$ cat src/rtl/fence_t_seq_pkg.sv
// fence.t microreset sequencer: shared types and helpers.
// Channel count is bounded by MAX_CH.
package fence_t_seq_pkg;

    localparam int unsigned MAX_CH   = 8;
    localparam int unsigned DEF_VLEN = 64;

    typedef enum logic [1:0] {
        IDLE,
        FLUSH,
        DRAIN,
        CLR
    } fence_t_state_e;

    // isolate the lowest set bit (v & -v)
    function automatic logic [MAX_CH-1:0] lsb_onehot(
        input logic [MAX_CH-1:0] v
    );
        lsb_onehot = v & (~v + MAX_CH'(1));
    endfunction

endpackage

$ cat src/rtl/fence_t_seq_if.sv
// Flush channel bundle between the sequencer and
// the cache/TLB/BTB flush engines.
interface fence_t_seq_if #(
    parameter int unsigned NUM_CH = 2
);
    logic [NUM_CH-1:0] flush_req;
    logic [NUM_CH-1:0] flush_ack;
    logic [NUM_CH-1:0] busy;

    modport master (
        output flush_req,
        input  flush_ack,
        input  busy
    );

    modport slave (
        input  flush_req,
        output flush_ack,
        output busy
    );
endinterface

$ cat src/rtl/fence_t_seq_cnt.sv
// Load/down pad timer; saturates at zero, load wins.
module fence_t_seq_cnt #(
    parameter int unsigned WIDTH = 32
) (
    input  logic             clk_i,
    input  logic             rst_ni,
    input  logic             clr_i,
    input  logic             load_i,
    input  logic [WIDTH-1:0] d_i,
    output logic [WIDTH-1:0] q_o
);
    logic [WIDTH-1:0] r_q;

    always_ff @(posedge clk_i or negedge rst_ni) begin
        if (!rst_ni) begin
            r_q <= '0;
        end else if (clr_i) begin
            r_q <= '0;
        end else if (load_i) begin
            r_q <= d_i;
        end else if (r_q != '0) begin
            r_q <= r_q - WIDTH'(1);
        end
    end

    assign q_o = r_q;
endmodule

$ cat src/rtl/fence_t_seq.sv
// fence.t sequencer: flush channels, pad to timer
// boundary, drain, then pulse the uarch clear.
module fence_t_seq
    import fence_t_seq_pkg::*;
#(
    parameter int unsigned NUM_CH     = 2,
    parameter int unsigned SEQUENTIAL = 0,
    parameter int unsigned CNT_W      = 32,
    parameter int unsigned CLR_CYCLES = 16,
    parameter int unsigned INIT_HOLD  = 3,
    parameter int unsigned VLEN       = DEF_VLEN
) (
    input  logic              clk_i,
    input  logic              rst_ni,
    input  logic              clr_i,
    input  logic              fence_t_i,
    input  logic [VLEN-1:0]   pc_commit_i,
    input  logic [VLEN-1:0]   boot_addr_i,
    output logic [VLEN-1:0]   rst_addr_o,
    input  logic [NUM_CH-1:0] ch_en_i,
    fence_t_seq_if.master     ch,
    input  logic              time_irq_i,
    input  logic [CNT_W-1:0]  pad_i,
    output logic [CNT_W-1:0]  ceil_o,
    output logic              ceil_valid_o,
    output logic              halt_o,
    output logic              clr_o,
    output logic              init_no_o,
    output logic              busy_o
);
    localparam int unsigned CCW =
        (CLR_CYCLES > 1) ? $clog2(CLR_CYCLES) : 1;
    localparam int unsigned HW = $clog2(INIT_HOLD + 1);
    localparam logic [CCW-1:0] CLR_LAST =
        CCW'(CLR_CYCLES - 1);
    localparam logic [HW-1:0] HOLD_LD = HW'(INIT_HOLD);

    fence_t_state_e    r_state;
    logic [NUM_CH-1:0] r_en;
    logic [NUM_CH-1:0] r_done;
    logic [NUM_CH-1:0] r_req;
    logic [VLEN-1:0]   r_addr;
    logic              r_addr_vld;
    logic [CCW-1:0]    r_clr_cnt;
    logic [HW-1:0]     r_hold;
    logic              r_irq_q;

    logic [NUM_CH-1:0] w_done_nxt;
    logic [NUM_CH-1:0] w_pend;
    logic [NUM_CH-1:0] w_sel;
    logic [NUM_CH-1:0] w_entry_sel;
    logic              w_all_done;
    logic              w_exit;
    logic              w_irq_rise;
    logic              w_clr;
    logic [CNT_W-1:0]  w_cnt;

    assign w_irq_rise = time_irq_i & ~r_irq_q;

    fence_t_seq_cnt #(
        .WIDTH (CNT_W)
    ) u_pad_cnt (
        .clk_i  (clk_i),
        .rst_ni (rst_ni),
        .clr_i  (clr_i),
        .load_i (w_irq_rise),
        .d_i    (pad_i),
        .q_o    (w_cnt)
    );

    // an ack only counts while that channel is requesting
    assign w_done_nxt = r_done | (ch.flush_ack & r_req);
    assign w_pend     = r_en & ~w_done_nxt;
    assign w_all_done = (w_pend == '0);
    assign w_exit     = (r_state == FLUSH) & w_all_done;

    assign w_sel = (SEQUENTIAL != 0)
        ? NUM_CH'(lsb_onehot(MAX_CH'(w_pend)))
        : w_pend;
    assign w_entry_sel = (SEQUENTIAL != 0)
        ? NUM_CH'(lsb_onehot(MAX_CH'(ch_en_i)))
        : ch_en_i;

    always_ff @(posedge clk_i or negedge rst_ni) begin
        if (!rst_ni) begin
            r_state    <= IDLE;
            r_en       <= '0;
            r_done     <= '0;
            r_req      <= '0;
            r_addr     <= '0;
            r_addr_vld <= 1'b0;
            r_clr_cnt  <= '0;
            r_hold     <= '0;
            r_irq_q    <= 1'b0;
        end else if (clr_i) begin
            r_state    <= IDLE;
            r_en       <= '0;
            r_done     <= '0;
            r_req      <= '0;
            r_addr     <= '0;
            r_addr_vld <= 1'b0;
            r_clr_cnt  <= '0;
            r_hold     <= '0;
            r_irq_q    <= 1'b0;
        end else begin
            r_irq_q <= time_irq_i;
            if (r_hold != '0) begin
                r_hold <= r_hold - HW'(1);
            end
            unique case (r_state)
                IDLE: begin
                    if (fence_t_i) begin
                        r_state    <= FLUSH;
                        r_addr     <= pc_commit_i + VLEN'(4);
                        r_addr_vld <= 1'b1;
                        r_en       <= ch_en_i;
                        r_done     <= '0;
                        r_req      <= w_entry_sel;
                    end
                end
                FLUSH: begin
                    r_done <= w_done_nxt;
                    r_req  <= w_sel;
                    if (w_all_done) begin
                        r_state <= DRAIN;
                    end
                end
                DRAIN: begin
                    if (ch.busy == '0 && w_cnt == '0) begin
                        r_state   <= CLR;
                        r_clr_cnt <= '0;
                    end
                end
                CLR: begin
                    if (r_clr_cnt == CLR_LAST) begin
                        r_state <= IDLE;
                        r_hold  <= HOLD_LD;
                    end else begin
                        r_clr_cnt <= r_clr_cnt + CCW'(1);
                    end
                end
                default: r_state <= IDLE;
            endcase
        end
    end

    assign w_clr         = (r_state == CLR);
    assign ch.flush_req  = r_req;
    assign rst_addr_o    = r_addr_vld ? r_addr : boot_addr_i;
    assign halt_o        = (r_state != IDLE);
    assign busy_o        = (r_state != IDLE);
    assign clr_o         = w_clr;
    assign init_no_o     = w_clr | (r_hold != '0);
    assign ceil_valid_o  = w_exit;
    assign ceil_o        = (w_exit && w_cnt != '0)
                           ? pad_i - w_cnt : '0;
endmodule

$ cat src/flat_wrapper.sv
// flat-port wrapper written by rule: the top's interface ports become plain ports
module fence_t_seq_flat import fence_t_seq_pkg::*;
#(
    parameter int unsigned NUM_CH     = 2,
    parameter int unsigned SEQUENTIAL = 0,
    parameter int unsigned CNT_W      = 32,
    parameter int unsigned CLR_CYCLES = 16,
    parameter int unsigned INIT_HOLD  = 3,
    parameter int unsigned VLEN       = DEF_VLEN
)
  (clk_i, rst_ni, clr_i, fence_t_i, pc_commit_i, boot_addr_i, rst_addr_o, ch_en_i, time_irq_i, pad_i, ceil_o, ceil_valid_o, halt_o, clr_o, init_no_o, busy_o, ch_flush_req, ch_flush_ack, ch_busy);
  fence_t_seq_if #(.NUM_CH(NUM_CH)) ch_i ();
  input  logic clk_i;
  input  logic rst_ni;
  input  logic clr_i;
  input  logic fence_t_i;
  input  logic [VLEN-1:0] pc_commit_i;
  input  logic [VLEN-1:0] boot_addr_i;
  output logic [VLEN-1:0] rst_addr_o;
  input  logic [NUM_CH-1:0] ch_en_i;
  input  logic time_irq_i;
  input  logic [CNT_W-1:0] pad_i;
  output logic [CNT_W-1:0] ceil_o;
  output logic ceil_valid_o;
  output logic halt_o;
  output logic clr_o;
  output logic init_no_o;
  output logic busy_o;
  output wire logic [$bits(ch_i.flush_req)-1:0] ch_flush_req;
  input wire logic [$bits(ch_i.flush_ack)-1:0] ch_flush_ack;
  input wire logic [$bits(ch_i.busy)-1:0] ch_busy;
  assign ch_flush_req = ch_i.flush_req;
  assign ch_i.flush_ack = ch_flush_ack;
  assign ch_i.busy = ch_busy;
  fence_t_seq #(.NUM_CH(NUM_CH), .SEQUENTIAL(SEQUENTIAL), .CNT_W(CNT_W), .CLR_CYCLES(CLR_CYCLES), .INIT_HOLD(INIT_HOLD), .VLEN(VLEN)) u_core (.clk_i(clk_i), .rst_ni(rst_ni), .clr_i(clr_i), .fence_t_i(fence_t_i), .pc_commit_i(pc_commit_i), .boot_addr_i(boot_addr_i), .rst_addr_o(rst_addr_o), .ch_en_i(ch_en_i), .ch(ch_i), .time_irq_i(time_irq_i), .pad_i(pad_i), .ceil_o(ceil_o), .ceil_valid_o(ceil_valid_o), .halt_o(halt_o), .clr_o(clr_o), .init_no_o(init_no_o), .busy_o(busy_o));
endmodule
$ cat config.mk
export PLATFORM = sky130hd
export DESIGN_NAME = fence_t_seq_flat
export DESIGN_NICKNAME = d
export VERILOG_FILES = /design/src/rtl/fence_t_seq_pkg.sv /design/src/rtl/fence_t_seq_if.sv /design/src/rtl/fence_t_seq_cnt.sv /design/src/rtl/fence_t_seq.sv /design/src/flat_wrapper.sv
export SDC_FILE = /design/constraint.sdc
export NUM_CORES = 1
export LEC_CHECK = 0
export ABC_AREA = 1
export CORE_MARGIN = 4
export CORE_UTILIZATION = 30
export DETAILED_ROUTE_END_ITERATION = 7
export PLACE_DENSITY = 0.53
export SYNTH_ARGS = -nofsm -noshare
export SYNTH_HDL_FRONTEND = slang
export SYNTH_SLANG_ARGS = --single-unit
$ cat constraint.sdc
create_clock -name clk_i -period 3 [get_ports clk_i]
set_input_delay 0.9 -clock clk_i [delete_from_list [all_inputs] [get_ports clk_i]]
set_output_delay 0.9 -clock clk_i [all_outputs]
set_load 0.05 [all_outputs]
==> Implementation_results.wiki, run 1 <==
== Metrics ==
{| class="wikitable"
! Metric !! Value
|-
| Outcome || finished with violations
|-
| Violations in the final reports || setup timing
|-
| Max VDD drop || 0.4670 mV
|-
| Syn avg cell area || 5.809 um2
|-
| Detailed-router iteration count before antenna repair || 5
|-
| Category of cells accounting for the largest share of critical-path delay || simple AND/OR/NAND/NOR gates
|-
| Area delta synth->final || 79.91%
|-
| Net switching power || 4821 uW
|-
| Initial cell density of the core || 0.3066
|-
| Fraction of power consumed by combinational cells || 0.687
|-
| Cell at the slowest stage of the critical path || fa_2
|-
| Mapped Nets || 2,104
|-
| Slew at the pin with the worst max-slew slack || 0.5575 ns
|-
| Cell chain of the critical path || buf_12, inv_12, ha_4, fa_2, inv_2, nand3_2, nand3_4, buf_6, nand3_2, nand3b_1, nand2_1, nand2_2, nor2_4, buf_12
|-
| Synth area leader || dfrtp_1
|-
| Flip-flops with a built-in enable || 0
|-
| First-pass GRT wire length || 78,040 um
|-
| Largest type area fraction || 0.2551
|-
| H-tree Lvls || 3
|-
| Switching part of the total || 0.4583
|-
| Total CTS buffers || 9
|-
| Period minus WS final || 3.405 ns
|-
| CTS max path bufs || 2
|-
| Per-cell via count in the routed design || 4.884
|-
| Clock root buffer || clkbuf_16
|-
| Hold slack final || 0.4303 ns
|-
| Worst setup slack for register-to-register paths || 0.22 ns
|-
| Total half-perimeter wirelength after legalization and detailed placement || 40,700 um
|-
| Number of port buffers || 273
|-
| Gpl congestion || 0.9582
|-
| Data arrival, critical path || 2.51 ns
|-
| Fin Setup TNS || -8.300 ns
|-
| Nature of the critical path startpoint || input port
|-
| Clock Skews || 0.01050 ns
|-
| Internal power || 5699 uW
|-
| Number of antenna violations at the first check in global routing || 3
|-
| Setup ws final || -0.4050 ns
|-
| Number of clock sinks || 112
|-
| Number of filler instances in the final layout || 3,426
|-
| Summed area of non-filler cells in the final layout || 19,760 um2
|-
| Post-detailed-routing wire length || 51,120 um
|-
| Number of nets still failing antenna checks after routing || 0
|-
| Post-detailed-route DRC marker count || 0
|-
| Pwr per Cell Area || 532.3 nW/um2
|-
| Number of warning messages in the yosys log || 0
|-
| CTS Hold Buffers Added || 0
|-
| Post-synthesis chip area from yosys || 10,990 um2
|-
| Number of cells produced by synthesis || 1,891
|-
| Critical path capture point type || output pin
|-
| Width of the die || 199.4 um
|-
| Delay of the slowest cell on the worst path || 0.38 ns
|-
| DP Worst Slack || -1.064 ns
|-
| Fraction of registers with async set/reset || 1.000
|-
| Worst reg-to-reg path cell count || 20
|-
| Clock-pin slew on the worst setup and hold paths || 0.09 ns
|-
| Final number of hold-violating endpoints || 0
|-
| Post-Syn Area || 10,990 um2
|-
| Biggest area cells || dfrtp_1, nand2_1, nor2_1
|-
| Routed length per instance || 17.84 um
|-
| Leak Pwr || 0.009261 uW
|-
| Clock tree from TritonCTS || built
|-
| Num ports || 274
|-
| Standard cell core area || 35,830 um2
|-
| Relative slew slack || 0.6272
|-
| GR Overflow Total || 0
|-
| Pin count of the biggest net entering global routing || 75
|-
| Sequential fraction of the synthesis area || 0.2551
|-
| Part of the cycle the worst path needs || 1.135
|-
| Setup repair after global routing missed its margin || true
|-
| Die height || 199.4 um
|-
| Setup Viol. Count Final || 32
|-
| Final max-slew violation count || 0
|-
| Library cells used by synthesis || 50
|-
| Crit path buffers/inverters || 5
|-
| Post-layout net count || 2,611
|-
| Maximum achievable frequency || 293.7 MHz
|-
| Dominant flop cell || dfrtp_1
|-
| Crit path from || pad_i[0]
|-
| Via count of the first global-routing pass || 14,060
|-
| Overall fraction of global-route tracks in use || 0.2510
|-
| Drt initial violations || 798
|-
| Share of cells above drive strength 1 || 0.3404
|-
| Crit path max fanout || 4
|-
| Die area || 39,740 um2
|-
| Flip-flop and latch count after synthesis || 112
|-
| Area post-placement || 17,210 um2
|-
| Category of the critical setup timing path || input port to output pin
|-
| Clk ins delay skew pair || 0.38 ns
|-
| Fraction of power consumed by sequential logic || 0.178
|-
| Count of warning messages emitted by the tools || 35
|-
| Total number of vias || 14,000
|-
| Start of the worst register-to-register path || u_core.ch.flush_req[1]
|-
| Worst path depth || 14
|-
| Required time worst endpoint || 2.10 ns
|-
| Class of the worst hold path || input port to asynchronous set/reset pin
|-
| Clock power frac || 0.134
|-
| Reg2Reg Capture Point || u_core.ch.flush_req[1]
|-
| Maximum Capacitance Violations || 0
|-
| Total cells reported by yosys after synthesis || 1,891
|-
| Critical Path Sink || ceil_o[20]
|}
-- run 1: flip-flops by register name, indices dropped and copies added, names as in the netlist --
name / flops
u_core.r_addr: 64
u_core.u_pad_cnt.q_o: 32
u_core.r_clr_cnt: 4
u_core.ch.flush_req: 2
u_core.r_done: 2
u_core.r_en: 2
u_core.r_hold: 2
u_core.r_state: 2
u_core.r_addr_vld: 1
u_core.r_irq_q: 1
-- run 1: area by class of cell --
class,count,area (um2),area share
antenna,2,5.005,0.0002532
tap,461,576.8,0.02918
inverter,270,1061,0.05368
clock buffer,11,242.7,0.01228
clock inverter,5,86.33,0.004368
sequential,112,2806,0.1420
multi-input combinational,1467,9026,0.4567
timing repair buffer,538,5959,0.3015
-- run 1: metrics by stage --
step	power (uW)	std cells
detailed placement	7866	2768
CTS	10240	2855
finish	10520	2866
global placement	7829	2768
global route	11060	2866
floorplan	5066	1891
-- run 1: power by group through the flow --
stage	Clock, uW	Sequential [uW]	Combinational [uW]
2_1_floorplan	0	1890	3170
5_1_grt	1500	1910	7660
3_5_place_dp	0	1880	5980
4_1_cts	1430	1860	6950
6_report	1410	1880	7230
3_3_place_gp	0	1880	5950
-- run 1: cells in the final DEF (no fill, tap or decap), types with 12 or more instances in the layout --
cell	Yosys	layout
nand2_1	655	519
o21ai_0	92	85
nand4_1	29	29
a21oi_4	0	17
nor2_2	11	26
o21ai_1	10	12
clkdlybuf4s50_1	0	139
a21oi_2	0	12
buf_4	6	227
nor3_1	22	13
o211ai_1	17	17
xor2_1	17	17
dfrtp_1	112	109
nand2_4	2	41
ha_4	0	34
a21oi_1	77	48
inv_1	262	224
nor2_4	9	56
inv_2	7	37
buf_6	2	41
nor2_1	301	239
buf_12	0	105
o22ai_1	19	19
nand2_2	8	101
nand3_1	97	74
nand3_2	2	20
-- run 1: routing by layer --
layer,GRT usage,share of wire,up-vias
met5,0,0.00025,-
met4,0.08101,0.032,2
met3,0.04013,0.054,85
met2,0.4351,0.48,403
met1,0.3202,0.43,6519
li1,-,-,6988
-- run 1: cells by family (layout without fill, tap and decap cells) --
family,count (synthesis),after routing,share of synthesized area
AND-OR/OR-AND,237,237,0.1211
XOR/XNOR,25,25,0.01993
adder cells (fa/ha/maj),42,42,0.04852
buffers and inverters,312,824,0.1106
flip-flops,112,112,0.2551
other,0,2,0
AND/OR/NAND/NOR,1163,1163,0.4448
-- run 1: cells in the mapped netlist, types with 3 or more instances --
master	number
nor3_1	22
inv_2	7
nor2_4	9
o21ai_1	10
o22ai_1	19
nor2_2	11
nand3_1	97
buf_2	5
a21oi_1	77
clkbuf_1	26
o21ai_0	92
dfrtp_1	112
nand2_2	8
a21o_1	3
nand3b_1	5
ha_1	41
inv_1	262
buf_4	6
nor2_1	301
xor2_1	17
xnor2_1	8
buf_1	3
nand4_1	29
o21bai_1	7
and2_1	10
nand2_1	655
o211ai_1	17
-- run 1: repair_timing --
| action | CTS | global route |
|---|---|---|
| pin swaps | 147 | 121 |
| resized | 443 | 146 |
| endpoints found under the hold margin | 0 | 0 |
| cloned | 3 | 0 |
| setup buffers | 70 | 18 |
| setup endpoints to repair | 33 | 38 |
### Placed standard cells, run 1

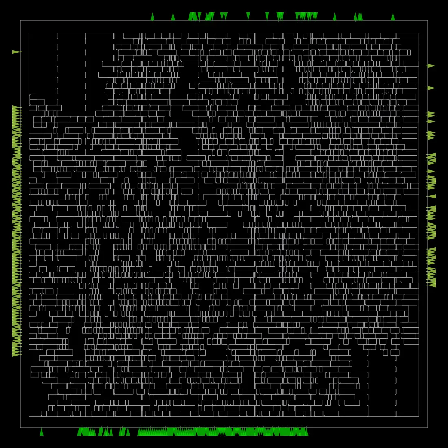
flip-flop and latch share of the layout cell area: 0.1420
Site Rows: 69
final design utilization: 0.5516
well tap count: 461
seq_cells: 112

### Clock distribution, run 1

(1.5 px per um)
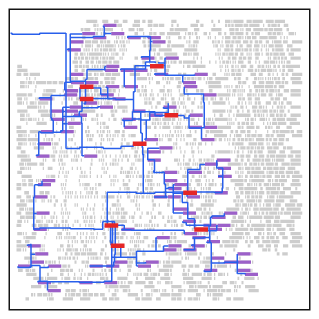
- blue: clock wires (length 1,860 um)
- purple: flip-flops (count 112)
- red: cells driving clock nets (count 9)
- routed clock nets: 10

### Sequential cells grouped by signal name, run 1

(1.5 px per um)
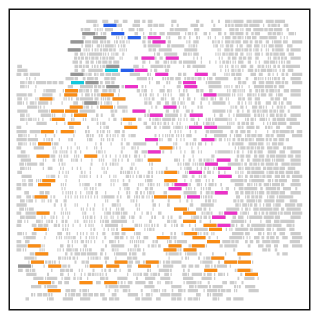
- cyan: `u_core.r_done` (sequential cells 2)
- blue: `u_core.r_clr_cnt` (sequential cells 4)
- orange: `u_core.r_addr` (sequential cells 64)
- magenta: `u_core.u_pad_cnt.q_o` (sequential cells 32)
- not colored: 10
Flop area: 2806 um2
seq pwr: 1880 uW

==> inputs of run 2 (changes only) <==
CAP_MARGIN = 20   (was not set)
CELL_PAD_IN_SITES_DETAIL_PLACEMENT = 1   (was not set)
CELL_PAD_IN_SITES_GLOBAL_PLACEMENT = 1   (was not set)
PLACE_DENSITY = 0.75   (was 0.53)
### Placed standard cells, run 2

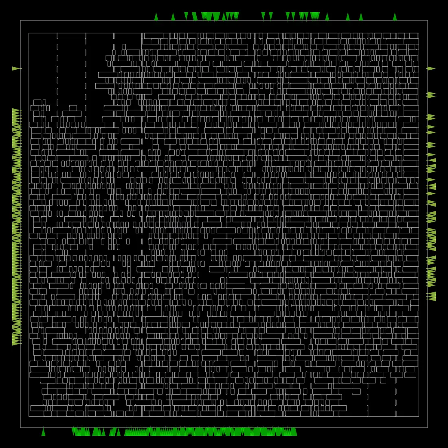
flip-flop and latch share of the layout cell area: 0.1422
standard cell core area: 35,830 um2
non-filler cells, final: 2,884
final design utilization: 0.5510

==> run 2 against run 1 <==
  * The run still ends with setup timing left
  * Die area unchanged
  * Register-to-register slack improved by 0.04 ns
  * Fmax decreased by 7.6%
  * Area after synthesis unchanged
  * Flip-flop count unchanged
  * Clock skew increased by 0.0093 ns
  * Critical path type unchanged
  * Critical endpoint is now ceil_o[10]
  * Highest routed layer is now met4
==> Implementation_results.wiki, run 2 <==
== Metrics ==
{| class="wikitable"
! Metric !! Value
|-
| Post-synthesis chip area from yosys || 10,990 um2 (unchanged)
|-
| First-pass GRT wire length || 93,760 um (+20%)
|-
| Required time worst endpoint || 2.10 ns (about the same)
|-
| Period minus WS final || 3.685 ns (+0.2801 ns)
|-
| CTS Hold Buffers Added || 0 (unchanged)
|-
| Overall power after layout || 10,720 uW (+1.9%)
|-
| Largest type area fraction || 0.2551 (unchanged)
|-
| Flip-flops with a built-in enable || 0 (unchanged)
|-
| Maximum Capacitance Violations || 0 (unchanged)
|-
| Total number of vias || 15,280 (+9.2%)
|-
| Final number of hold-violating endpoints || 0 (unchanged)
|-
| Xor and xnor area share after synthesis || 0.01993 (unchanged)
|-
| Share of cells above drive strength 1 || 0.3527 (+0.01234)
|-
| Setup Viol. Count Final || 32 (unchanged)
|-
| Library cells used by synthesis || 50 (unchanged)
|-
| Dominant logic cell type in the layout || nand2_1
|-
| Critical path capture point type || output pin
|-
| AND-OR/OR-AND Cells, Area Fraction || 0.1211 (unchanged)
|-
| Detailed-router iteration count before antenna repair || 5 (unchanged)
|-
| Clk ins delay skew pair || 0.38 ns (about the same)
|-
| Crit path max fanout || 4 (unchanged)
|-
| Synth area leader || dfrtp_1
|-
| Clock root buffer || clkbuf_16
|-
| Mapped Nets || 2,104 (unchanged)
|-
| Max VDD drop || 0.6293 mV (+35%)
|-
| Highest-count cells in the layout ignoring fill and taps || nand2_1, buf_4, nor2_1
|-
| Post-Synth Adder-Cell Area || 0.04852 (unchanged)
|-
| Total half-perimeter wirelength after legalization and detailed placement || 45,410 um (+12%)
|-
| Mux contribution to synthesized area || 0 (unchanged)
|-
| Post-Syn Area || 10,990 um2 (unchanged)
|-
| Worst setup slack for register-to-register paths || 0.26 ns (+0.04 ns)
|-
| GR Overflow Total || 0 (unchanged)
|-
| Clock Skews || 0.01977 ns (+0.009276 ns)
|-
| Die height || 199.4 um (unchanged)
|-
| Post-detailed-route DRC marker count || 0 (unchanged)
|-
| Drt initial violations || 915 (+15%)
|-
| Biggest area cells || dfrtp_1, nand2_1, nor2_1
|-
| Leak Pwr || 0.009271 uW (+0.10%)
|-
| Start of the worst register-to-register path || u_core.ch.flush_req[1]
|-
| Slew at the pin with the worst max-slew slack || 0.5488 ns (-0.008676 ns)
|-
| Maximum achievable frequency || 271.4 MHz (-7.6%)
|-
| Nature of the critical path startpoint || input port
|-
| H-tree Lvls || 3 (unchanged)
|-
| Final max-slew violation count || 0 (unchanged)
|-
| Relative slew slack || 0.6341 (+0.006948)
|-
| Area delta synth->final || 79.69%
|-
| Violations in the final reports || setup timing
|-
| Pin count of the biggest net entering global routing || 75 (unchanged)
|-
| CTS max path bufs || 2 (unchanged)
|-
| Category of the critical setup timing path || input port to output pin
|-
| Number of cells produced by synthesis || 1,891 (unchanged)
|-
| Overall fraction of global-route tracks in use || 0.3030 (+0.05202)
|-
| Setup ws final || -0.6851 ns (-0.2801 ns)
|-
| Reg2Reg Capture Point || u_core.r_state[1]
|-
| Count of warning messages emitted by the tools || 35 (unchanged)
|-
| Clock-pin slew on the worst setup and hold paths || 0.07 ns (-0.02 ns)
|-
| Largest register FFs || 64 (unchanged)
|-
| Data arrival, critical path || 2.79 ns (+0.28 ns)
|-
| Clock tree from TritonCTS || built
|-
| Yosys simple share || 0.4448 (unchanged)
|-
| Via count of the first global-routing pass || 16,510 (+17%)
|-
| Number of warning messages in the yosys log || 0 (unchanged)
|-
| Class of the worst hold path || flop to flop
|-
| Cell at the slowest stage of the critical path || ha_4
|-
| Flip-flop and latch count after synthesis || 112 (unchanged)
|-
| Pwr per Cell Area || 542.9 nW/um2 (+2.0%)
|-
| Routed length per instance || 22.94 um (+29%)
|-
| Gpl congestion || 0.9764 (+1.9%)
|-
| Num ports || 274 (unchanged)
|-
| Setup repair after global routing missed its margin || true
|-
| Cell with the most instances after synthesis || nand2_1
|-
| Register ranked first by flip-flop count || u_core.r_addr
|-
| Total cells reported by yosys after synthesis || 1,891 (unchanged)
|-
| Syn avg cell area || 5.809 um2 (unchanged)
|-
| Outcome || finished with violations
|-
| Number of port buffers || 273 (unchanged)
|-
| Per-cell via count in the routed design || 5.298 (+8.5%)
|-
| Number of nets still failing antenna checks after routing || 0 (unchanged)
|-
| Post-layout net count || 2,629 (+0.69%)
|}
==> run 2: metal layers <==
layer / part of all wire / up-vias / wire length, um / global-route usage
li1: - / 7004 / - / -
met3: 0.051 / 263 / 3390 / 0.03423
met5: 0 / - / 0 / 0
met2: 0.51 / 624 / 33590 / 0.5644
met1: 0.38 / 7387 / 25020 / 0.3496
met4: 0.063 / 0 / 4164 / 0.1298
==> run 2: where the power goes <==
part           total [uW]  switching (uW)  leakage [uW]  internal (uW)
combinational        7490            4420       0.00767           3070
sequential           1880             157       0.00146           1730
clock                1350             681      0.000147            666
==> run 2: metrics by stage <==
stage | std cells | setup slack (ns) | cell area (um2)
6_report | 2884 | -0.6851 | 19740
5_1_grt | 2884 | -0.7111 | 19740
4_1_cts | 2870 | -0.4747 | 19020
3_5_place_dp | 2774 | -1.029 | 16930
3_3_place_gp | 2774 | -1.008 | 16930
2_1_floorplan | 1891 | -0.2191 | 11710
==> run 2: worst max-delay path, delay by kind of cell <==
family	cells	cell delay [ns]
AND-OR/OR-AND	1	0.27
adder cells (fa/ha/maj)	1	0.27
buffers and inverters	7	0.86
AND/OR/NAND/NOR	4	0.47
==> run 2: logic make-up (layout without fill, tap and decap cells) <==
logic type	after synthesis	in the layout
buffers and inverters	312	842
other	0	2
and+or+nand+nor	1163	1163
xor gates and xnor gates	25	25
AOI/OAI and AO/OA	237	237
DFF	112	112
adders and majority gates	42	42
==> run 2: worst max-delay path by stage <==
stage | startpoint | to | slack, ns | depth (start not counted)
floorplan | pad_i[0] | ceil_o[30] | -0.22 | 12
global placement | pad_i[0] | ceil_o[28] | -1.01 | 14
detailed placement | pad_i[0] | ceil_o[16] | -1.03 | 17
CTS | pad_i[0] | ceil_o[16] | -0.47 | 17
global route | pad_i[9] | ceil_o[20] | -0.71 | 13
finish | pad_i[9] | ceil_o[10] | -0.69 | 13
==> run 2: timing repair <==
item / CTS / global route
buffers inserted: 81 / 26
pin swaps: 142 / 100
gates resized: 464 / 174
gates cloned: 2 / 0
setup endpoints to repair: 33 / 38
==> run 2: final cells by class <==
| class | count | area [um2] |
|---|---|---|
| fillers | 4455 | 16090 |
| multi-input cells | 1467 | 9175 |
| repair buffers | 556 | 5812 |
| flip-flops and latches | 112 | 2808 |
| inverters | 270 | 1061 |
| well taps | 461 | 576.8 |
| clock buffers | 10 | 229.0 |
| clock inverters | 6 | 73.82 |
| diodes | 2 | 5.005 |
Power figures rest on the tool's default switching activity, not on a simulated workload.
